==> config.mk <==
export PLATFORM = sky130hd
export DESIGN_NAME = vector_ex_unit_flat
export DESIGN_NICKNAME = d
export VERILOG_FILES = /design/src/rtl/vex_pkg.sv /design/src/rtl/vector_ex_unit_if.sv /design/src/rtl/vex_lane_alu.sv /design/src/rtl/vector_ex_unit.sv /design/src/flat_wrapper.sv
export SDC_FILE = /design/constraint.sdc
export NUM_CORES = 1
export LEC_CHECK = 0
export ABC_AREA = 1
export CORE_UTILIZATION = 30
export DETAILED_ROUTE_END_ITERATION = 16
export PLACE_DENSITY = 0.46
export SYNTH_ARGS = -nofsm -noshare
export SYNTH_HDL_FRONTEND = slang
export SYNTH_SLANG_ARGS = --single-unit
export TNS_END_PERCENT = 100
==> constraint.sdc <==
create_clock -name clk -period 5.8 [get_ports clk]
set_input_delay 0.58 -clock clk [delete_from_list [all_inputs] [get_ports clk]]
set_output_delay 0.58 -clock clk [all_outputs]
set_load 0.005 [all_outputs]
==> src/rtl/vex_pkg.sv <==
// Shared definitions for the vector execute unit: opcodes, lane width,
// FSM state encoding and the vector-opcode decode helper.
package vex_pkg;

    localparam int unsigned LANE_W  = 8;
    localparam int unsigned LANES_D = 6;

    localparam logic [4:0] VADD = 5'h10;
    localparam logic [4:0] VSUB = 5'h11;
    localparam logic [4:0] VAND = 5'h12;
    localparam logic [4:0] VOR  = 5'h13;
    localparam logic [4:0] VXOR = 5'h14;
    localparam logic [4:0] VMUL = 5'h15;

    typedef enum logic {
        StIdle,
        StMul
    } vex_state_e;

    // Vector opcodes occupy the contiguous range VADD..VMUL.
    function automatic logic is_vector(input logic [4:0] op);
        return (op >= VADD) && (op <= VMUL);
    endfunction

endpackage

==> src/rtl/vector_ex_unit_if.sv <==
// ID/EX -> vector unit -> EX/MEM bundle. The master modport is the pipeline
// side (drives the instruction), the slave modport is the vector unit.
interface vector_ex_unit_if #(
    parameter int unsigned LANES = 6
);
    localparam int unsigned VecW = LANES * 8;

    logic            in_valid;
    logic            in_ready;
    logic            flush;
    logic [4:0]      alu_control;
    logic [4:0]      vd;
    logic            reg_write;
    logic [VecW-1:0] RD1V;
    logic [VecW-1:0] RD2V;
    logic            out_valid;
    logic [VecW-1:0] out_result;
    logic [4:0]      out_vd;
    logic            out_reg_write;

    modport master (
        output in_valid, flush, alu_control, vd, reg_write, RD1V, RD2V,
        input  in_ready, out_valid, out_result, out_vd, out_reg_write
    );

    modport slave (
        input  in_valid, flush, alu_control, vd, reg_write, RD1V, RD2V,
        output in_ready, out_valid, out_result, out_vd, out_reg_write
    );

endinterface

==> src/rtl/vex_lane_alu.sv <==
// Combinational single 8-bit lane ALU. Define VEX_SATURATE_EN to clamp
// add/mul overflow to 8'hFF and sub underflow to 8'h00; otherwise all
// arithmetic wraps modulo 256.
module vex_lane_alu
    import vex_pkg::*;
(
    input  logic [LANE_W-1:0] i_a,
    input  logic [LANE_W-1:0] i_b,
    input  logic [4:0]        i_op,
    output logic [LANE_W-1:0] o_res
);

`ifdef VEX_SATURATE_EN
    logic [LANE_W:0]     w_sum;
    logic [LANE_W:0]     w_diff;
    logic [2*LANE_W-1:0] w_prod;

    assign w_sum  = {1'b0, i_a} + {1'b0, i_b};
    assign w_diff = {1'b0, i_a} - {1'b0, i_b};
    assign w_prod = {8'h00, i_a} * {8'h00, i_b};

    // Decode opcode; arithmetic results clamp on carry/borrow/high product bits.
    always_comb begin
        o_res = '0;
        case (i_op)
            VADD:    o_res = w_sum[LANE_W] ? 8'hFF : w_sum[LANE_W-1:0];
            VSUB:    o_res = w_diff[LANE_W] ? 8'h00 : w_diff[LANE_W-1:0];
            VAND:    o_res = i_a & i_b;
            VOR:     o_res = i_a | i_b;
            VXOR:    o_res = i_a ^ i_b;
            VMUL:    o_res = (|w_prod[2*LANE_W-1:LANE_W]) ? 8'hFF : w_prod[LANE_W-1:0];
            default: o_res = '0;
        endcase
    end
`else
    logic [LANE_W-1:0] w_sum;
    logic [LANE_W-1:0] w_diff;
    logic [LANE_W-1:0] w_prod;

    assign w_sum  = i_a + i_b;
    assign w_diff = i_a - i_b;
    assign w_prod = i_a * i_b;

    // Decode opcode; arithmetic results wrap modulo 256.
    always_comb begin
        o_res = '0;
        case (i_op)
            VADD:    o_res = w_sum;
            VSUB:    o_res = w_diff;
            VAND:    o_res = i_a & i_b;
            VOR:     o_res = i_a | i_b;
            VXOR:    o_res = i_a ^ i_b;
            VMUL:    o_res = w_prod;
            default: o_res = '0;
        endcase
    end
`endif

endmodule

==> src/rtl/vector_ex_unit.sv <==
// Execute-stage vector unit. Logic/add/sub ops run on all lanes in parallel
// and register in one cycle; VMUL runs one lane per cycle through a single
// shared lane ALU and stalls ID/EX via in_ready meanwhile.
// Optional build macro: VEX_SATURATE_EN (saturating lane arithmetic).
module vector_ex_unit
    import vex_pkg::*;
#(
    parameter int unsigned LANES = LANES_D
) (
    input logic             clk,
    input logic             rst,
    vector_ex_unit_if.slave bus
);

    localparam int unsigned VecW = LANES * LANE_W;
    localparam int unsigned CntW = (LANES > 1) ? $clog2(LANES) : 1;
    localparam logic [CntW-1:0] LastLane = CntW'(LANES - 1);

    vex_state_e      r_state;
    vex_state_e      w_state_next;
    logic [CntW-1:0] r_lane_cnt;
    logic [CntW-1:0] w_cnt_next;

    logic [VecW-1:0] r_a;
    logic [VecW-1:0] r_b;
    logic [4:0]      r_vd;
    logic            r_reg_write;
    // Multiply lanes accumulate here so the visible result holds until done.
    logic [VecW-1:0] r_mul_acc;

    logic            r_out_valid;
    logic [VecW-1:0] r_result;
    logic [4:0]      r_out_vd;
    logic            r_out_reg_write;

    logic            w_in_ready;
    logic            w_accept;
    logic            w_accept_mul;
    logic            w_par_done;
    logic            w_mul_done;
    logic [VecW-1:0] w_par_result;
    logic [LANE_W-1:0] w_mul_a;
    logic [LANE_W-1:0] w_mul_b;
    logic [LANE_W-1:0] w_mul_lane;
    logic [VecW-1:0] w_mul_merged;

    assign w_in_ready   = rst & (r_state == StIdle);
    assign w_accept     = rst & bus.in_valid & w_in_ready & ~bus.flush
                          & is_vector(bus.alu_control);
    assign w_accept_mul = w_accept & (bus.alu_control == VMUL);

    // Parallel lane ALUs for the single-cycle ops, fed straight from ID/EX.
    for (genvar g = 0; g < LANES; g++) begin : g_lane
        vex_lane_alu u_lane_alu (
            .i_a   (bus.RD1V[g*LANE_W +: LANE_W]),
            .i_b   (bus.RD2V[g*LANE_W +: LANE_W]),
            .i_op  (bus.alu_control),
            .o_res (w_par_result[g*LANE_W +: LANE_W])
        );
    end

    assign w_mul_a = r_a[r_lane_cnt*LANE_W +: LANE_W];
    assign w_mul_b = r_b[r_lane_cnt*LANE_W +: LANE_W];

    // Shared lane ALU stepping through captured operands for VMUL.
    vex_lane_alu u_mul_alu (
        .i_a   (w_mul_a),
        .i_b   (w_mul_b),
        .i_op  (VMUL),
        .o_res (w_mul_lane)
    );

    // Insert the current multiply lane into the accumulated vector.
    always_comb begin
        w_mul_merged = r_mul_acc;
        w_mul_merged[r_lane_cnt*LANE_W +: LANE_W] = w_mul_lane;
    end

    // FSM next state, lane counter and completion strobes.
    always_comb begin
        w_state_next = r_state;
        w_cnt_next   = r_lane_cnt;
        w_par_done   = 1'b0;
        w_mul_done   = 1'b0;
        case (r_state)
            StIdle: begin
                if (w_accept_mul) begin
                    w_state_next = StMul;
                    w_cnt_next   = '0;
                end else if (w_accept) begin
                    w_par_done = 1'b1;
                end
            end
            StMul: begin
                if (bus.flush) begin
                    w_state_next = StIdle;
                    w_cnt_next   = '0;
                end else if (r_lane_cnt == LastLane) begin
                    w_state_next = StIdle;
                    w_cnt_next   = '0;
                    w_mul_done   = 1'b1;
                end else begin
                    w_cnt_next = r_lane_cnt + 1'b1;
                end
            end
            default: begin
                w_state_next = StIdle;
                w_cnt_next   = '0;
            end
        endcase
    end

    // FSM state and lane counter registers.
    always_ff @(posedge clk) begin
        if (!rst) begin
            r_state    <= StIdle;
            r_lane_cnt <= '0;
        end else begin
            r_state    <= w_state_next;
            r_lane_cnt <= w_cnt_next;
        end
    end

    // Operand capture, multiply accumulation and registered outputs.
    always_ff @(posedge clk) begin
        if (!rst) begin
            r_a             <= '0;
            r_b             <= '0;
            r_vd            <= '0;
            r_reg_write     <= 1'b0;
            r_mul_acc       <= '0;
            r_out_valid     <= 1'b0;
            r_result        <= '0;
            r_out_vd        <= '0;
            r_out_reg_write <= 1'b0;
        end else begin
            r_out_valid <= w_par_done | w_mul_done;
            if (w_accept_mul) begin
                r_a         <= bus.RD1V;
                r_b         <= bus.RD2V;
                r_vd        <= bus.vd;
                r_reg_write <= bus.reg_write;
                r_mul_acc   <= '0;
            end else if (r_state == StMul) begin
                r_mul_acc <= w_mul_merged;
            end
            if (w_par_done) begin
                r_result        <= w_par_result;
                r_out_vd        <= bus.vd;
                r_out_reg_write <= bus.reg_write;
            end else if (w_mul_done) begin
                r_result        <= w_mul_merged;
                r_out_vd        <= r_vd;
                r_out_reg_write <= r_reg_write;
            end
        end
    end

    assign bus.in_ready      = w_in_ready;
    assign bus.out_valid     = r_out_valid;
    assign bus.out_result    = r_result;
    assign bus.out_vd        = r_out_vd;
    assign bus.out_reg_write = r_out_reg_write;

endmodule

==> src/flat_wrapper.sv <==
// flat-port wrapper written by rule: the top's interface ports become plain ports
module vector_ex_unit_flat import vex_pkg::*;
#(
    parameter int unsigned LANES = LANES_D
)
  (clk, rst, bus_in_valid, bus_flush, bus_alu_control, bus_vd, bus_reg_write, bus_RD1V, bus_RD2V, bus_in_ready, bus_out_valid, bus_out_result, bus_out_vd, bus_out_reg_write);
  vector_ex_unit_if #(.LANES(LANES)) bus_i ();
  input logic clk;
  input logic rst;
  input wire logic [$bits(bus_i.in_valid)-1:0] bus_in_valid;
  input wire logic [$bits(bus_i.flush)-1:0] bus_flush;
  input wire logic [$bits(bus_i.alu_control)-1:0] bus_alu_control;
  input wire logic [$bits(bus_i.vd)-1:0] bus_vd;
  input wire logic [$bits(bus_i.reg_write)-1:0] bus_reg_write;
  input wire logic [$bits(bus_i.RD1V)-1:0] bus_RD1V;
  input wire logic [$bits(bus_i.RD2V)-1:0] bus_RD2V;
  output wire logic [$bits(bus_i.in_ready)-1:0] bus_in_ready;
  output wire logic [$bits(bus_i.out_valid)-1:0] bus_out_valid;
  output wire logic [$bits(bus_i.out_result)-1:0] bus_out_result;
  output wire logic [$bits(bus_i.out_vd)-1:0] bus_out_vd;
  output wire logic [$bits(bus_i.out_reg_write)-1:0] bus_out_reg_write;
  assign bus_i.in_valid = bus_in_valid;
  assign bus_i.flush = bus_flush;
  assign bus_i.alu_control = bus_alu_control;
  assign bus_i.vd = bus_vd;
  assign bus_i.reg_write = bus_reg_write;
  assign bus_i.RD1V = bus_RD1V;
  assign bus_i.RD2V = bus_RD2V;
  assign bus_in_ready = bus_i.in_ready;
  assign bus_out_valid = bus_i.out_valid;
  assign bus_out_result = bus_i.out_result;
  assign bus_out_vd = bus_i.out_vd;
  assign bus_out_reg_write = bus_i.out_reg_write;
  vector_ex_unit #(.LANES(LANES)) u_core (.clk(clk), .rst(rst), .bus(bus_i));
endmodule
==> run_results.csv <==
group,metric,value,unit
outcome,status,"finished clean",
pwr,comb_power_share,31.0,%
floorplan,die_w,264.3,µm
sta,report.final.slew_viol_count,0,
finish,logic_area,0.01368,mm²
placed_design,finalWeightedCongestion,0.9100,
clocking,cts_hold_buf,0,
yosys,xor_area_share,5.687,%
sta,fin_skew,0.02653,ns
finish,syn2layout_area_growth,16.29,%
drt,wl_per_cell,19.16,µm
sta,relSlewSlack,34.41,%
finish,mostFrequentLayoutCells,"573 x inv_1, 546 x nand2_1, 323 x o21ai_0",
drt,ant_nets,0,
floorplan,die_area,0.06985,mm²
setup_path,cpMostUsedCell,"nand2_1",
pwr,power.share.sequential,33.0,%
sta,finalHoldViolations,0,
yosys,logic_family,"adder cells",
clocking,cts_root_buf,"clkbuf_16",
yosys,synthAdderAreaFrac,24.61,%
drt,top_layer_used,"met4",
yosys,yosys_warnings,0,
setup_path,path_delay_family,"adder cells",
setup_path,worstSetupEndpointType,"flop",
grt,busiest_layer,"met2",
yosys,top_cell,"inv_1",
floorplan,nWellTaps,873,
sta,finalCriticalPeriod,5.378,ns
setup_path,cp.arrival,5.85,ns
setup_path,critPathBufInv,8,
pwr,power.internal,0.002911,W
drt,drt_iter0_drc,1121,
grt,grt_usage,21.53,%
grt,grt_pass1_wl,116800,µm
yosys,synth_nets,3436,
pwr,vdd_drop_max,164.7,µV
yosys,ys_cells,2973,
floorplan,die_y,264.3,µm
setup_path,r2r_slack,0.42,ns
setup_path,path_max_fanout,19,
setup_path,crit_path_top_delay_cell,"fa_1",
grt,use_met2,38.63,%
finish,clk_share,3.357,%
floorplan,placementRows,95,
setup_path,crit_path_start_kind,"flop",
yosys,top_cells_by_count,"573 x inv_1, 548 x nand2_1, 323 x o21ai_0",
yosys,avgSynthCellArea,6.942,µm²
finish,fin_area,0.02400,mm²
sta,setup_viol,0,
finish,regArea,0.004189,mm²
grt,grt-ovfl-total,0,
clocking,cts.path.max_buffers,3,
finish,layout.nonclk_buf_share,8.477,%
setup_path,crit_end,"u_core.bus.out_result[23]$_SDFFE_PN0P_",
worst_hold_path,hold_class,"reg -> reg",
pwr,power_switching,0.001478,W
placed_design,dp_slack,0.1787,ns
finish,mostFrequentLayoutCell,"inv_1",
setup_path,crit_path_start,"u_core.r_lane_cnt[0]$_SDFFE_PN0P_",
drt,wl_met3,2259,µm
setup_path,cp.depth,30,
drt,met1_length,34720,µm
grt,met3_usage,1.482,%
finish,nonClockBufferCount,211,
finish,seq_share,17.45,%
grt,antenna_found_initial,0,
yosys,yosys_most_used_dff,"dfxtp_1",
yosys,mux_area_share,0.2425,%
setup_path,max_stage_delay,0.56,ns
sta,fin_tns_setup,0,ns
yosys,yosysChipArea,0.02064,mm²
yosys,syn_inst,2973,
setup_path,r2r-end,"u_core.bus.out_result[23]$_SDFFE_PN0P_",
clocking,postCtsSetupRepairBufs,0,
clocking,clkTransAtPathRegs,0.06,ns
clocking,ctsHtreeMaxLevel,1,
==> worst min-delay path by stage <==
stage	from	to	slack [ns]	cells after the start
after detailed placement	u_core.r_mul_acc[3]$_SDFFE_PP0P_	u_core.r_mul_acc[3]$_SDFFE_PP0P_	0.45	2
after floorplan	u_core.r_a[12]$_SDFFE_PN0P_	u_core.r_a[12]$_SDFFE_PN0P_	0.43	2
after CTS	u_core.r_mul_acc[3]$_SDFFE_PP0P_	u_core.r_mul_acc[3]$_SDFFE_PP0P_	0.46	2
after global routing	u_core.r_mul_acc[21]$_SDFFE_PP0P_	u_core.r_mul_acc[21]$_SDFFE_PP0P_	0.48	2
final	u_core.r_mul_acc[3]$_SDFFE_PP0P_	u_core.r_mul_acc[3]$_SDFFE_PP0P_	0.46	2
after global placement	u_core.r_reg_write$_SDFFE_PN0P_	u_core.r_reg_write$_SDFFE_PN0P_	0.44	2
==> power by group through the flow <==
stage | clock network (W) | registers [W] | logic [W]
CTS | 0.00162 | 0.00145 | 0.00139
global placement | 0 | 0.00148 | 0.00135
floorplan | 0 | 0.00148 | 0.000944
global route | 0.00168 | 0.00145 | 0.00157
finish | 0.00158 | 0.00145 | 0.00136
detailed placement | 0 | 0.00148 | 0.00137
==> registers in the layout, summed over array words and instances, names as in the netlist <==
signal and count:
u_core.r_reg_write 1, u_core.bus.out_reg_write 1, u_core.r_state 1, u_core.r_lane_cnt 3, u_core.r_a 48, u_core.bus.out_result 48, u_core.r_vd 5, u_core.bus.out_valid 1
u_core.r_b 48, u_core.bus.out_vd 5, u_core.r_mul_acc 48
==> per-stage QoR <==
stage	cells	total power, W
6_report	3949	0.004389
2_1_floorplan	2973	0.002422
4_1_cts	3948	0.004451
5_1_grt	3948	0.004701
3_3_place_gp	3905	0.002831
3_5_place_dp	3905	0.002853
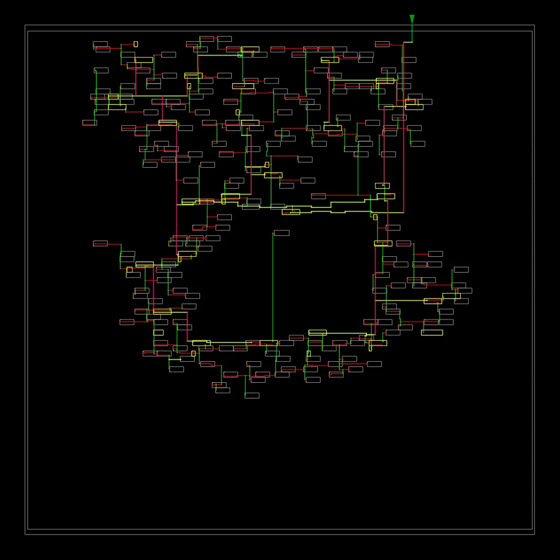
Fig. 1. Clock routing.
Insertion Delay late pin: 0.56 ns
CTS sink count: 209
Clk. pwr: 0.00158 W
total clock buffers created by CTS: 25

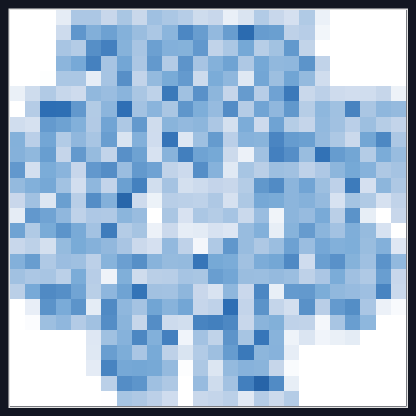
Fig. 2. Cell area per tile.
(1.5 px per µm) The die is cut into 26 by 26 equal tiles; white is low, dark blue is high, 0 to 100% covered.
17% of the tiles are nearly empty. 0.40% of the tiles are over 75% full. The emptiest ninth of the die: south-east. The fullest tile reaches 79%. The mean over all tiles is 33%.
Final Util: 35.49%
fp_density: 30.52%
Core ar.: 0.06763 mm²

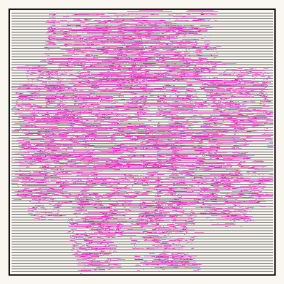
Fig. 3. Metal 1.
(1 px per µm) Supply wires on this layer in gray.
The layer holds 46% of the routed length. The wires run mostly horizontal. 3275 nets have wire on it.
met1 Track Usage GR: 28.25%
Vias: 19244
Post-Route WL: 75650 µm

Power is estimated from default activity; no workload was simulated.
